### config.mk
export PLATFORM = sky130hd
export DESIGN_NAME = gpio_in_capture_flat
export DESIGN_NICKNAME = d
export VERILOG_FILES = /design/src/rtl/gpio_pkg.sv /design/src/rtl/gpio_in_capture_if.sv /design/src/rtl/gpio_debounce.sv /design/src/rtl/gpio_in_capture.sv /design/src/flat_wrapper.sv
export SDC_FILE = /design/constraint.sdc
export NUM_CORES = 1
export LEC_CHECK = 0
export CORE_MARGIN = 1
export CORE_UTILIZATION = 40
export DETAILED_ROUTE_END_ITERATION = 6
export PLACE_DENSITY = 0.66
export REMOVE_ABC_BUFFERS = 1
export SKIP_LAST_GASP = 1
export SLEW_MARGIN = 20
export SYNTH_ARGS = -nofsm -noshare
export SYNTH_HDL_FRONTEND = slang
export SYNTH_HIERARCHICAL = 1
export SYNTH_SLANG_ARGS = --single-unit
### constraint.sdc
create_clock -name i_clk -period 1.5 [get_ports i_clk]
set_clock_uncertainty 0.2 [all_clocks]
set_input_delay 0.3 -clock i_clk [delete_from_list [all_inputs] [get_ports i_clk]]
set_output_delay 0.3 -clock i_clk [all_outputs]
set_load 0.01 [all_outputs]
### src/rtl/gpio_pkg.sv
// Shared GPIO constants: pin count, default synchronizer/debounce depths and
// the register indices used by both the pin driver and the input capture block.
package gpio_pkg;

  localparam int GPIO_WIDTH       = 32;
  localparam int GPIO_SYNC_STAGES = 2;
  localparam int GPIO_DB_CYCLES   = 16;

  typedef enum logic [2:0] {
    GPIO_REG_DIR     = 3'd0,
    GPIO_REG_OUT     = 3'd1,
    GPIO_REG_RISE_EN = 3'd2,
    GPIO_REG_FALL_EN = 3'd3,
    GPIO_REG_MASK    = 3'd4,
    GPIO_REG_CLEAR   = 3'd5
  } gpio_reg_e;

  // Warm-up covers the synchronizer fill plus the prev register.
  function automatic int warmup_load(input int sync_stages);
    return sync_stages + 1;
  endfunction

endpackage

### src/rtl/gpio_in_capture_if.sv
// CPU-side configuration/status bus of the GPIO input capture block.
interface gpio_in_capture_if #(
  parameter int WIDTH = gpio_pkg::GPIO_WIDTH
);
  logic [WIDTH-1:0] i_wdata;
  logic             i_WER;
  logic             i_WEF;
  logic             i_WEM;
  logic             i_WEC;
  logic [WIDTH-1:0] o_pending;
  logic             o_irq;

  modport master (
    output i_wdata, i_WER, i_WEF, i_WEM, i_WEC,
    input  o_pending, o_irq
  );

  modport slave (
    input  i_wdata, i_WER, i_WEF, i_WEM, i_WEC,
    output o_pending, o_irq
  );
endinterface

### src/rtl/gpio_debounce.sv
// Single-pin debouncer: output follows input only after DB_CYCLES consecutive
// cycles of disagreement; any return to the old value restarts the count.
module gpio_debounce #(
  parameter int DB_CYCLES = gpio_pkg::GPIO_DB_CYCLES
) (
  input  logic i_clk,
  input  logic i_rst,
  input  logic i_din,
  output logic o_dout
);

  localparam int            CW     = (DB_CYCLES > 1) ? $clog2(DB_CYCLES) : 1;
  localparam logic [CW-1:0] CNT_TC = CW'(DB_CYCLES - 1);

  logic [CW-1:0] cnt;

  always_ff @(posedge i_clk) begin
    if (i_rst) begin
      cnt    <= '0;
      o_dout <= 1'b0;
    end else if (i_din == o_dout) begin
      cnt <= '0;
    end else if (cnt == CNT_TC) begin
      o_dout <= i_din;
      cnt    <= '0;
    end else begin
      cnt <= cnt + CW'(1);
    end
  end

endmodule

### src/rtl/gpio_in_capture.sv
// GPIO input capture: synchronizer, per-pin edge detect, W1C pending register and
// masked interrupt. Optional per-pin debounce when GPIO_DEBOUNCE_EN is defined.
module gpio_in_capture
  import gpio_pkg::*;
#(
  parameter int WIDTH       = GPIO_WIDTH,
  parameter int SYNC_STAGES = GPIO_SYNC_STAGES,
  parameter int DB_CYCLES   = GPIO_DB_CYCLES
) (
  input  logic             i_clk,
  input  logic             i_rst,
  input  logic [WIDTH-1:0] i_pins,
  output logic [WIDTH-1:0] o_level,
  gpio_in_capture_if.slave bus
);

  localparam int            WU_LOAD = warmup_load(SYNC_STAGES);
  localparam int            WU_W    = $clog2(WU_LOAD + 1);
  localparam logic [WU_W-1:0] WU_INIT = WU_W'(WU_LOAD);

  if (SYNC_STAGES < 2 || DB_CYCLES < 1) begin : g_bad_param
    $error("gpio_in_capture: SYNC_STAGES must be >= 2 and DB_CYCLES >= 1");
  end

  logic [WIDTH-1:0] sync_q [SYNC_STAGES];
  logic [WIDTH-1:0] sync_out;
  logic [WIDTH-1:0] prev;
  logic [WIDTH-1:0] rise_en;
  logic [WIDTH-1:0] fall_en;
  logic [WIDTH-1:0] mask;
  logic [WIDTH-1:0] pending;
  logic             irq;
  logic [WU_W-1:0]  warm_cnt;

  logic [WIDTH-1:0] rise;
  logic [WIDTH-1:0] fall;
  logic [WIDTH-1:0] evt;
  logic [WIDTH-1:0] clr;

  always_ff @(posedge i_clk) begin
    if (i_rst) begin
      for (int s = 0; s < SYNC_STAGES; s++) sync_q[s] <= '0;
    end else begin
      sync_q[0] <= i_pins;
      for (int s = 1; s < SYNC_STAGES; s++) sync_q[s] <= sync_q[s-1];
    end
  end

  assign sync_out = sync_q[SYNC_STAGES-1];

`ifdef GPIO_DEBOUNCE_EN
  for (genvar g = 0; g < WIDTH; g++) begin : g_db
    gpio_debounce #(.DB_CYCLES(DB_CYCLES)) u_db (
      .i_clk  (i_clk),
      .i_rst  (i_rst),
      .i_din  (sync_out[g]),
      .o_dout (o_level[g])
    );
  end
`else
  assign o_level = sync_out;
`endif

  // Edges are ignored until the pipeline holds post-reset samples, so pins
  // already high at reset do not appear as rising edges.
  always_comb begin
    rise = o_level & ~prev;
    fall = ~o_level & prev;
    evt  = '0;
    if (warm_cnt == '0) evt = (rise & rise_en) | (fall & fall_en);
    clr  = bus.i_WEC ? bus.i_wdata : '0;
  end

  always_ff @(posedge i_clk) begin
    if (i_rst) begin
      prev     <= '0;
      rise_en  <= '0;
      fall_en  <= '0;
      mask     <= '0;
      pending  <= '0;
      irq      <= 1'b0;
      warm_cnt <= WU_INIT;
    end else begin
      prev <= o_level;
      if (bus.i_WER) rise_en <= bus.i_wdata;
      if (bus.i_WEF) fall_en <= bus.i_wdata;
      if (bus.i_WEM) mask    <= bus.i_wdata;
      if (warm_cnt != '0) warm_cnt <= warm_cnt - WU_W'(1);
      // A new event on a bit being cleared keeps the bit set.
      pending <= (pending & ~clr) | evt;
      irq     <= |(pending & mask);
    end
  end

  assign bus.o_pending = pending;
  assign bus.o_irq     = irq;

endmodule

### src/flat_wrapper.sv
// flat-port wrapper written by rule: the top's interface ports become plain ports
module gpio_in_capture_flat import gpio_pkg::*;
#(
  parameter int WIDTH       = GPIO_WIDTH,
  parameter int SYNC_STAGES = GPIO_SYNC_STAGES,
  parameter int DB_CYCLES   = GPIO_DB_CYCLES
)
  (i_clk, i_rst, i_pins, o_level, bus_i_wdata, bus_i_WER, bus_i_WEF, bus_i_WEM, bus_i_WEC, bus_o_pending, bus_o_irq);
  gpio_in_capture_if #(.WIDTH(WIDTH)) bus_i ();
  input  logic i_clk;
  input  logic i_rst;
  input  logic [WIDTH-1:0] i_pins;
  output logic [WIDTH-1:0] o_level;
  input wire logic [$bits(bus_i.i_wdata)-1:0] bus_i_wdata;
  input wire logic [$bits(bus_i.i_WER)-1:0] bus_i_WER;
  input wire logic [$bits(bus_i.i_WEF)-1:0] bus_i_WEF;
  input wire logic [$bits(bus_i.i_WEM)-1:0] bus_i_WEM;
  input wire logic [$bits(bus_i.i_WEC)-1:0] bus_i_WEC;
  output wire logic [$bits(bus_i.o_pending)-1:0] bus_o_pending;
  output wire logic [$bits(bus_i.o_irq)-1:0] bus_o_irq;
  assign bus_i.i_wdata = bus_i_wdata;
  assign bus_i.i_WER = bus_i_WER;
  assign bus_i.i_WEF = bus_i_WEF;
  assign bus_i.i_WEM = bus_i_WEM;
  assign bus_i.i_WEC = bus_i_WEC;
  assign bus_o_pending = bus_i.o_pending;
  assign bus_o_irq = bus_i.o_irq;
  gpio_in_capture #(.WIDTH(WIDTH), .SYNC_STAGES(SYNC_STAGES), .DB_CYCLES(DB_CYCLES)) u_core (.i_clk(i_clk), .i_rst(i_rst), .i_pins(i_pins), .o_level(o_level), .bus(bus_i));
endmodule
Run 1, sequential cells grouped by signal name:
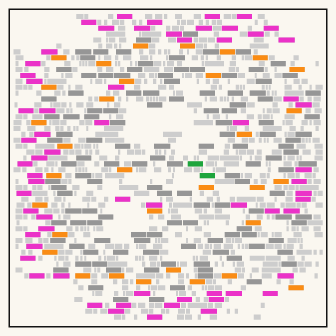
legend:
  magenta:
    name_in_the_netlist: u_core/sync_q
    placed_flops: 64
    where: widely spread
  green:
    name_in_the_netlist: u_core/warm_cnt
    placed_flops: 2
  orange:
    name_in_the_netlist: u_core/prev
    placed_flops: 32
    where: widely spread
not colored: 129

Run 1, the metal 2 layer:
Cells faint in the background.
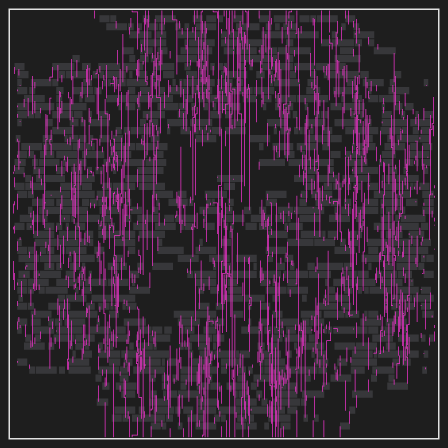
share of all routed wire: 45%
main direction: vertical
longest straight run: 52.4 µm
final wirelength: 17.4 mm
grt met2 use: 0.268

Run 1, cell density map:
The die is cut into 15 by 15 equal tiles; white is low, dark blue is high, 0 to 100% covered.
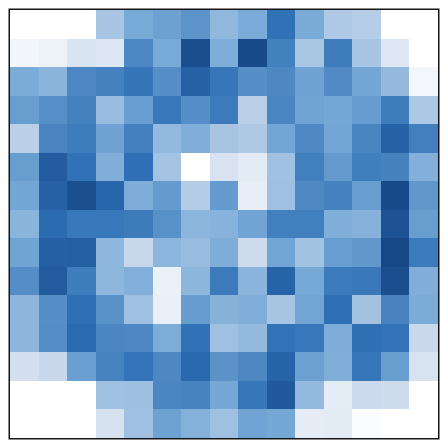
tiles over 75% full: 9.3%
nearly empty tiles: 7.6%
fullest tile: 91%
Core ar.: 0.0202 mm²
FP Util: 0.409

[run 1: flip-flops by register name, summed over array words and instances, names as in the netlist]
register              cells
u_core/fall_en           32
u_core/warm_cnt           2
u_core/rise_en           32
u_core/mask              32
u_core/bus.o_pending     32
u_core/bus.o_irq          1
u_core/prev              32
u_core/sync_q            64
[run 1: cells by family (layout without fill, tap and decap cells)]
logic type,after synthesis,in the layout,synth area share
AND-OR/OR-AND,81,81,0.0558
XOR/XNOR,1,1,0.00106
adder cells (fa/ha/maj),1,1,0.00151
buffers and inverters,78,228,0.0576
flip-flops,227,227,0.549
multiplexers,97,97,0.118
AND/OR/NAND/NOR,326,326,0.217
[run 1: where the power goes]
part | switching (µW) | internal (µW) | leakage (µW)
clock | 2290 | 3610 | 0.000399
sequential | 118 | 6310 | 0.00189
combinational | 494 | 565 | 0.00252
total | 2900 | 10500 | 0.00481
[run 1: worst max-delay path by stage]
stage,start,endpoint,cells past startpoint
after detailed placement,u_core/bus.o_pending[5],u_core/bus.o_irq,3
final,u_core/bus.o_pending[11],bus_o_pending[11],1
after global placement,u_core/bus.o_pending[22],u_core/bus.o_irq,3
after global routing,u_core/bus.o_pending[14],bus_o_pending[14],1
after CTS,u_core/bus.o_pending[25],u_core/bus.o_irq,4
after floorplan,u_core/warm_cnt[0],u_core/warm_cnt[1],4
[run 1: metrics by stage]
step / area [µm²] / utilization / power [µW] / hold WS (ns)
after floorplan: 7800 / - / 6920 / 0.169
after global placement: 9770 / 0.483 / 7580 / 0.215
after detailed placement: 9770 / 0.483 / 7600 / 0.220
after CTS: 10600 / 0.526 / 13600 / 0.0698
after global routing: 10800 / 0.534 / 14000 / 0.0970
final: 10800 / 0.534 / 13400 / 0.0839
[run 1: per-layer routing]
layer	vias up	GRT usage	share of wire
met5	-	0	0
li1	2941	-	-
met2	113	0.268	0.45
met4	0	0.0400	0.019
met1	2667	0.219	0.49
met3	26	0.0373	0.048
[run 1: timing repair]
| action | 4_1_cts | 5_1_grt |
|---|---|---|
| hold endpoints to repair | 13 | 0 |
| pin swaps | 0 | 3 |
| hold buffers | 1 | 0 |
| endpoints found under the setup margin | 65 | 34 |
| setup buffers | 21 | 6 |
| resized | 349 | 26 |
[run 1: final cells by class]
| type | instances | area, µm² |
|---|---|---|
| well taps | 270 | 338 |
| flip-flops and latches | 227 | 4630 |
| clock inverters | 4 | 45.0 |
| multi-input cells | 506 | 3270 |
| repair buffers | 182 | 1750 |
| inverters | 3 | 11.3 |
| fillers | 1810 | 9430 |
| clock buffers | 39 | 758 |
[run 1: layout by cell type, fill, tap and decap left out, drive strengths merged]
cell type / count
o41a: 1
a22oi: 16
mux2: 1
nor2: 96
buf: 117
clkinv: 3
and3b: 64
mux2i: 96
nand4: 4
ha: 1
a21oi: 32
dlygate4sd3: 1
dfxtp: 227
o21ai: 32
bufinv: 1
clkdlybuf4s50: 64
xor2: 1
clkbuf: 39
inv: 3
nand2: 66
nor2b: 96
==> results.toml, run 1 <==
# synthesis and place-and-route metrics
[global_route]
grt_max_degree = 54
antenna_found_initial = 0
grt_pass1_wl_mm = 28.3
grt_pass1_vias = 5537
grt_overflow = 0

[worst_setup_path]
cpPeakStageDelay_ns = 0.36
crit_slowest_cell = "dfxtp_2"
r2r-start = "u_core/bus.o_pending[6]"
worstSetupPathType = "reg2out"
rr_worst_depth = 4
end_kind = "primary output"
cp-start-kind = "register"
r2r_slack_ns = 0.04
path_delay_family = "flip-flops"
cp_num_buf_inv = 1
crit_arrival_ns = 0.97
r2r_end = "u_core/bus.o_irq"
cp_max_fo = 3

[place]
portBuffers = 134
dp_hpwl_mm = 11.1
dp_worst_setup_slack_ns = 0.00993
dp_cells = 1160

[pwr]
p_leak_uw = 0.00481
max-vdd-ir-drop_mv = 0.705
power.density_mw_per_mm2 = 1240

[sta]
layout_setup_ws_ns = 0.0272
setup_violations = 0
rsz0062_at_grt = "true"
min_period_ns = 1.47
tightest_slew_ns = 0.240
slew_viol_final = 0
period_used_share = 0.982
finalHoldViolations = 0
timing.fmax_mhz = 679

[detailed_routing]
first_iter_violations = 222
dr.pass1.iters = 4
vias = 5747
viasPerCell = 4.67
post_drt_wl_per_cell_um = 14.1

[synth]
ff_type = "dfxtp_1"
synth_area_mm2 = 0.00827
synth-edff-count = 0
yosysTopAreaCellShare = 0.549
numSynthFlops = 227
postSynthSeqShare = 0.549
yosysChipArea_mm2 = 0.00827
topCellsByArea = "dfxtp_1, mux2i_1, nor2b_1"
yosysCellCount = 811
synth_area_per_cell_um2 = 10.2
ys_warn_count = 6
top_cells_by_count = "dfxtp_1, mux2i_1, nor2_1, nor2b_1, nand2_1"
ys_types = 20
top_area_cell = "dfxtp_1"

[cts]
cts_made_buffers = 24
clockBufferDepth = 3
clkTransAtPathRegs_ns = 0.06
cts_sinks = 227
cts_root_buf = "clkbuf_16"
clock_latency_ns = 0.50

[cells_and_area]
n_antenna_cell = 0
drive_above_1_share = 0.235
nets = 1015
layout.cells.non_filler = 1231

[hold_path]
hold_depth = 4
holdCritStartpoint = "bus_i_WEF"
hold_path.class = "in2reg"

[floorplan]
boundaryPins = 135
fp.dieW_um = 146
floorplan.rows = 52
dieArea_mm2 = 0.0213

[job]
maxCapViolCount = 0

[run_status]
run_status = "complete, no violations"
## Run 2: what changed since run 1
--- a/config.mk
+++ b/config.mk
@@ -11,7 +11,7 @@
 export PLACE_DENSITY = 0.66
 export REMOVE_ABC_BUFFERS = 1
 export SKIP_LAST_GASP = 1
-export SLEW_MARGIN = 20
+export SLEW_MARGIN = 0
 export SYNTH_ARGS = -nofsm -noshare
 export SYNTH_HDL_FRONTEND = slang
 export SYNTH_HIERARCHICAL = 1
Run 2, sequential cells grouped by signal name:
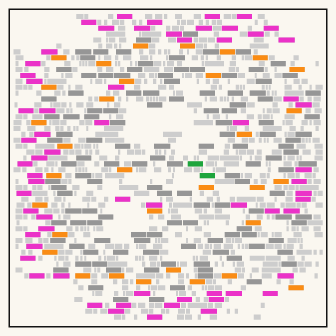
seq pwr: 6430 µW
Register Area: 0.00463 mm²
fin util: 0.534
Seq area share: 0.428

Run 2, cell density map:
The die is cut into 15 by 15 equal tiles; white is low, dark blue is high, 0 to 100% covered.
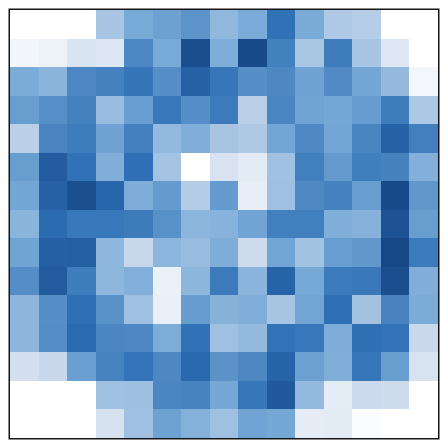
nearly empty tiles: 7.6%
fullest tile: 91%
mean over tiles: 49%

==> results.toml, run 2 <==
# synthesis and place-and-route metrics
[floorplan]
die_y_um = 146
dieArea_mm2 = 0.0213
floorplan.rows = 52
boundaryPins = 135
initCoreUtil = 0.409
core_mm2 = 0.0202
fp.dieW_um = 146

[sta]
slew_viol_final = 0
layout_setup_ws_ns = 0.0272
rsz0062_at_grt = "true"
setup_violations = 0
relSlewSlack = 0.840
min_period_ns = 1.47
hold_ws_ns = 0.0839
finalHoldViolations = 0
timing.fmax_mhz = 679
tightest_slew_ns = 0.240
period_used_share = 0.982

[place]
place_congestion = 0.715
dp_cells = 1160
portBuffers = 134
dp_worst_setup_slack_ns = 0.00993
dp_hpwl_mm = 11.1

[cts]
clockBufferDepth = 3
clock_latency_ns = 0.50
cts_tree = "yes"
cts_sinks = 227
cts_made_buffers = 24
cts_root_buf = "clkbuf_16"
htree_levels = 1
clkTransAtPathRegs_ns = 0.06

[pwr]
power.density_mw_per_mm2 = 1240
max-vdd-ir-drop_mv = 0.705
p_leak_uw = 0.00481
power_uw = 13400

[worst_setup_path]
crit_slowest_cell = "dfxtp_2"
cp_max_fo = 3
worstSetupPathType = "reg2out"
path_cells = "buf_6"
path_delay_family = "flip-flops"
cp.required_ns = 1.00
end_kind = "primary output"
crit_arrival_ns = 0.97
cp-start-kind = "register"
cp_num_buf_inv = 1
cpPeakStageDelay_ns = 0.36

[cells_and_area]
top_register = "u_core/sync_q"
lay_top_count = "dfxtp_1"
nets = 1015
layout.cells.non_filler = 1231
final_cell_mix = "dfxtp_1, nor2b_1, mux2i_1, nor2_1, nand2_1"
n_antenna_cell = 0
largest_reg_flops = 64
drive_above_1_share = 0.235
area_growth_pct = 30.6

[detailed_routing]
totalWireLength_mm = 17.4
first_iter_violations = 222
vias = 5747
route.antenna.remaining_nets = 0
dr.pass1.iters = 4
viasPerCell = 4.67
drc = 0
post_drt_wl_per_cell_um = 14.1

[global_route]
grt_pass1_wl_mm = 28.3
antenna_found_initial = 0
track_usage = 0.164
grt_pass1_vias = 5537
grt_max_degree = 54
grt_overflow = 0

[job]
warnings = 27
maxCapViolCount = 0

[synth]
synth_area_per_cell_um2 = 10.2
ys_warn_count = 6
ys_sh_xor = 0.00106
yosysCellCount = 811
most_common_cell = "dfxtp_1"
topCellsByArea = "dfxtp_1, mux2i_1, nor2b_1"
topCombFamilyByArea = "simple AND/OR/NAND/NOR gates"
top_area_cell = "dfxtp_1"
mux_share = 0.118
fa_ha_area_frac = 0.00151
ys_types = 20
synthSimpleGateAreaFrac = 0.217
ff_type = "dfxtp_1"
postSynthSeqShare = 0.549
yosysTopAreaCellShare = 0.549
ys_sh_aoi = 0.0558
synth_area_mm2 = 0.00827
top_cells_by_count = "dfxtp_1, mux2i_1, nor2_1, nor2b_1, nand2_1"
yosysChipArea_mm2 = 0.00827
synth-edff-count = 0
numSynthFlops = 227
async_flop_share = 0
synthCells = 811

[hold_path]
hold_path.class = "in2reg"

[run_status]
run_status = "complete, no violations"
run 2: cell counts after synthesis:
No cell type changed its count.
run 2: tightest hold or removal path, cell delays in order:
cell	delay, ns
buf_2	0.14
buf_12	0.16
mux2i_1	0.08
nor2_1	0.07
run 2: cell families after synthesis:
logic type	count (synthesis)
buffers and inverters	78
AND-OR/OR-AND	81
flip-flops	227
XOR/XNOR	1
adder cells (fa/ha/maj)	1
multiplexers	97
AND/OR/NAND/NOR	326
run 2: layer usage:
metal	routed length (µm)	part of all wire	track usage	vias up
met5	0	0	0	-
li1	-	-	-	2941
met1	8460	0.49	0.219	2667
met2	7780	0.45	0.268	113
met3	834	0.048	0.0373	26
met4	337	0.019	0.0400	0
run 2: cell type report:
class,instances,area [µm²]
Clock inverter,4,45.0
Sequential cell,227,4630
Clock buffer,39,758
Fill cell,1810,9430
Multi-Input combinational cell,506,3270
Timing Repair Buffer,182,1750
Tap cell,270,338
Inverter,3,11.3
run 2: worst paths after layout:
path                                               start                   end  slack, ns  cells after the start
worst max-delay path            u_core/bus.o_pending[11]     bus_o_pending[11]       0.03                      1
worst min-delay path                           bus_i_WEF    u_core/fall_en[14]       0.08                      4
worst min register to register       u_core/sync_q[0][2]  u_core/sync_q[0][34]       0.23                      1
worst max register to register   u_core/bus.o_pending[6]      u_core/bus.o_irq       0.04                      4
run 2: repair_timing:
| item | 4_1_cts | 5_1_grt |
|---|---|---|
| hold buffers | 1 | 0 |
| setup endpoints to repair | 65 | 34 |
| pin swaps | 0 | 3 |
| resized | 349 | 26 |
| buffers inserted | 21 | 6 |
| endpoints found under the hold margin | 13 | 0 |
run 2: where the power goes:
part | switching, µW | internal [µW] | total, µW
logic | 494 | 565 | 1060
registers | 118 | 6310 | 6430
clock network | 2290 | 3610 | 5900
total | 2900 | 10500 | 13400
run 2: through the flow:
stage	instance area, µm²	TNS [ns]
5_1_grt	10800	-0.146
3_5_place_dp	9770	0
4_1_cts	10600	-0.111
2_1_floorplan	7800	-0.0774
3_3_place_gp	9770	0
6_report	10800	0
## Run 3: what changed since run 2
--- a/config.mk
+++ b/config.mk
@@ -8,6 +8,7 @@
 export CORE_MARGIN = 1
 export CORE_UTILIZATION = 40
 export DETAILED_ROUTE_END_ITERATION = 6
+export GPL_ROUTABILITY_DRIVEN = 1
 export PLACE_DENSITY = 0.66
 export REMOVE_ABC_BUFFERS = 1
 export SKIP_LAST_GASP = 1
Run 3, cell density map:
The die is cut into 15 by 15 equal tiles; white is low, dark blue is high, 0 to 100% covered.
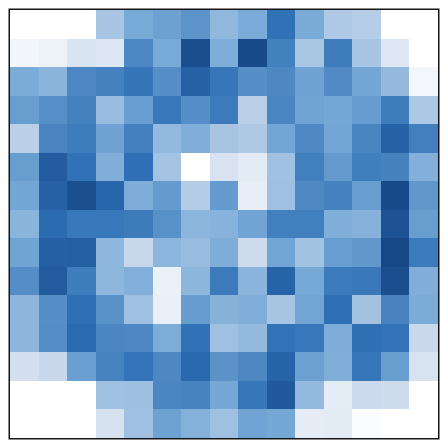
nearly empty tiles: 7.6%
tiles over 75% full: 9.3%
fullest tile: 91%
mean over tiles: 49%

==> results.toml, run 3 <==
# synthesis and place-and-route metrics
[run_status]
run_status = "complete, no violations"

[cts]
htree_levels = 1
cts_made_buffers = 24
clockBufferDepth = 3
cts_tree = "yes"
clock_latency_ns = 0.50
cts_root_buf = "clkbuf_16"
clkTransAtPathRegs_ns = 0.06
cts_sinks = 227

[place]
dp_cells = 1160
portBuffers = 134
place_congestion = 0.715
dp_hpwl_mm = 11.1
placed_area_mm2 = 0.00977

[worst_setup_path]
end_kind = "primary output"
rr_worst_depth = 4
cp.required_ns = 1.00
path_delay_family = "flip-flops"
r2r-start = "u_core/bus.o_pending[6]"
r2r_slack_ns = 0.04
cpPeakStageDelay_ns = 0.36
path_cells = "buf_6"
worstSetupPathType = "reg2out"
crit_slowest_cell = "dfxtp_2"
cp_max_fo = 3

[global_route]
grt_pass1_vias = 5537
grt_overflow = 0
grt_pass1_wl_mm = 28.3
antenna_found_initial = 0
grt_max_degree = 54
track_usage = 0.164

[synth]
most_common_cell = "dfxtp_1"
synth-edff-count = 0
top_area_cell = "dfxtp_1"
numSynthFlops = 227
ys_warn_count = 6
yosysTopAreaCellShare = 0.549
synth_area_per_cell_um2 = 10.2
yosysChipArea_mm2 = 0.00827
topCellsByArea = "dfxtp_1, mux2i_1, nor2b_1"
ff_type = "dfxtp_1"
yosysCellCount = 811
ys_types = 20
synth_area_mm2 = 0.00827
async_flop_share = 0
synthCells = 811

[sta]
tightest_slew_ns = 0.240
slew_viol_final = 0
timing.setup.tns_ns = 0
period_used_share = 0.982
setup_violations = 0
rsz0062_at_grt = "true"
timing.fmax_mhz = 679
relSlewSlack = 0.840
finalHoldViolations = 0

[cells_and_area]
nFillCells = 1810
drive_above_1_share = 0.235
nets = 1015
final_area_mm2 = 0.0108
lay_top_count = "dfxtp_1"
layout.cells.non_filler = 1231
logic_area_mm2 = 0.00327
final_cell_mix = "dfxtp_1, nor2b_1, mux2i_1, nor2_1, nand2_1"
final-seq-area_mm2 = 0.00463
n_antenna_cell = 0
top_register = "u_core/sync_q"
area_growth_pct = 30.6
largest_reg_flops = 64

[job]
maxCapViolCount = 0
warnings = 27

[pwr]
max-vdd-ir-drop_mv = 0.705
p_leak_uw = 0.00481
power.density_mw_per_mm2 = 1240
power_uw = 13400

[detailed_routing]
totalWireLength_mm = 17.4
route.antenna.remaining_nets = 0
post_drt_wl_per_cell_um = 14.1
drc = 0
dr.pass1.iters = 4
viasPerCell = 4.67
first_iter_violations = 222

[floorplan]
fp.dieW_um = 146
floorplan.rows = 52
initCoreUtil = 0.409
die_y_um = 146
dieArea_mm2 = 0.0213

[hold_path]
hold_path.class = "in2reg"
holdCritStartpoint = "bus_i_WEF"
min_to = "u_core/fall_en[14]"
hold_depth = 4
Run 3, the metal 2 layer:
Cells faint in the background.
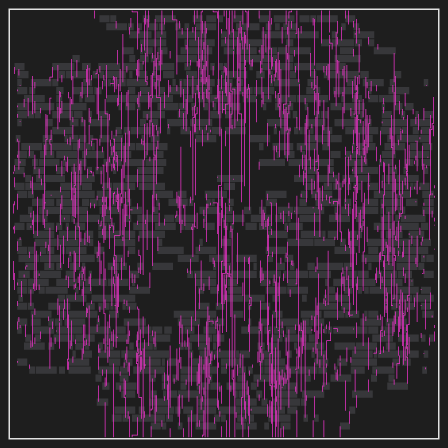
longest straight run: 52.4 µm
main direction: vertical
wire length on this layer: 7,780 µm
routed via count: 5,747

-- run 3: through the flow --
| step | utilization | hold WS (ns) | worst slack, ns |
|---|---|---|---|
| global placement | 0.483 | 0.215 | 0.0215 |
| CTS | 0.526 | 0.0698 | -0.0566 |
| detailed placement | 0.483 | 0.220 | 0.00993 |
| floorplan | - | 0.169 | -0.0774 |
| finish | 0.534 | 0.0839 | 0.0272 |
| global route | 0.534 | 0.0970 | -0.0143 |
-- run 3: per-layer routing --
layer | routed length (µm) | up-vias | global-route usage
met1 | 8460 | 2667 | 0.219
met5 | 0 | - | 0
li1 | - | 2941 | -
met2 | 7780 | 113 | 0.268
met4 | 337 | 0 | 0.0400
met3 | 834 | 26 | 0.0373
-- run 3: area by class of cell --
| class | instances | area share |
|---|---|---|
| well taps | 270 | 0.0313 |
| clock inverters | 4 | 0.00417 |
| flip-flops and latches | 227 | 0.428 |
| multi-input cells | 506 | 0.303 |
| inverters | 3 | 0.00104 |
| repair buffers | 182 | 0.162 |
| clock buffers | 39 | 0.0702 |
-- run 3: kinds of logic after synthesis --
kind of cell | synth area share
and+or+nand+nor | 0.217
DFF | 0.549
muxes | 0.118
AOI/OAI and AO/OA | 0.0558
buffers and inverters | 0.0576
xor gates and xnor gates | 0.00106
adders and majority gates | 0.00151
-- run 3: worst register-to-register path, delay by kind of cell, from the launching register on --
| family | cells | cell delay [ns] |
|---|---|---|
| buffers and inverters | 1 | 0.13 |
| and+or+nand+nor | 1 | 0.15 |
| DFF | 1 | 0.32 |
| AOI/OAI and AO/OA | 2 | 0.55 |
-- run 3: worst max path at each step --
| stage | start | slack (ns) | cells past startpoint | to |
|---|---|---|---|---|
| final | u_core/bus.o_pending[11] | 0.03 | 1 | bus_o_pending[11] |
| after global routing | u_core/bus.o_pending[14] | -0.01 | 1 | bus_o_pending[14] |
| after CTS | u_core/bus.o_pending[25] | -0.06 | 4 | u_core/bus.o_irq |
| after detailed placement | u_core/bus.o_pending[5] | 0.01 | 3 | u_core/bus.o_irq |
| after global placement | u_core/bus.o_pending[22] | 0.02 | 3 | u_core/bus.o_irq |
| after floorplan | u_core/warm_cnt[0] | -0.08 | 4 | u_core/warm_cnt[1] |
-- run 3: where the power goes --
part	internal, µW	switching, µW	leakage, µW
clock network	3610	2290	0.000399
logic	565	494	0.00252
registers	6310	118	0.00189
-- run 3: repair_timing --
item | in CTS | in global routing
pin swaps | 0 | 3
buffers inserted | 21 | 6
gates resized | 349 | 26
endpoints found under the hold margin | 13 | 0
endpoints found under the setup margin | 65 | 34
hold buffers | 1 | 0
No activity file was given, so power comes from the tool's default toggle rates.
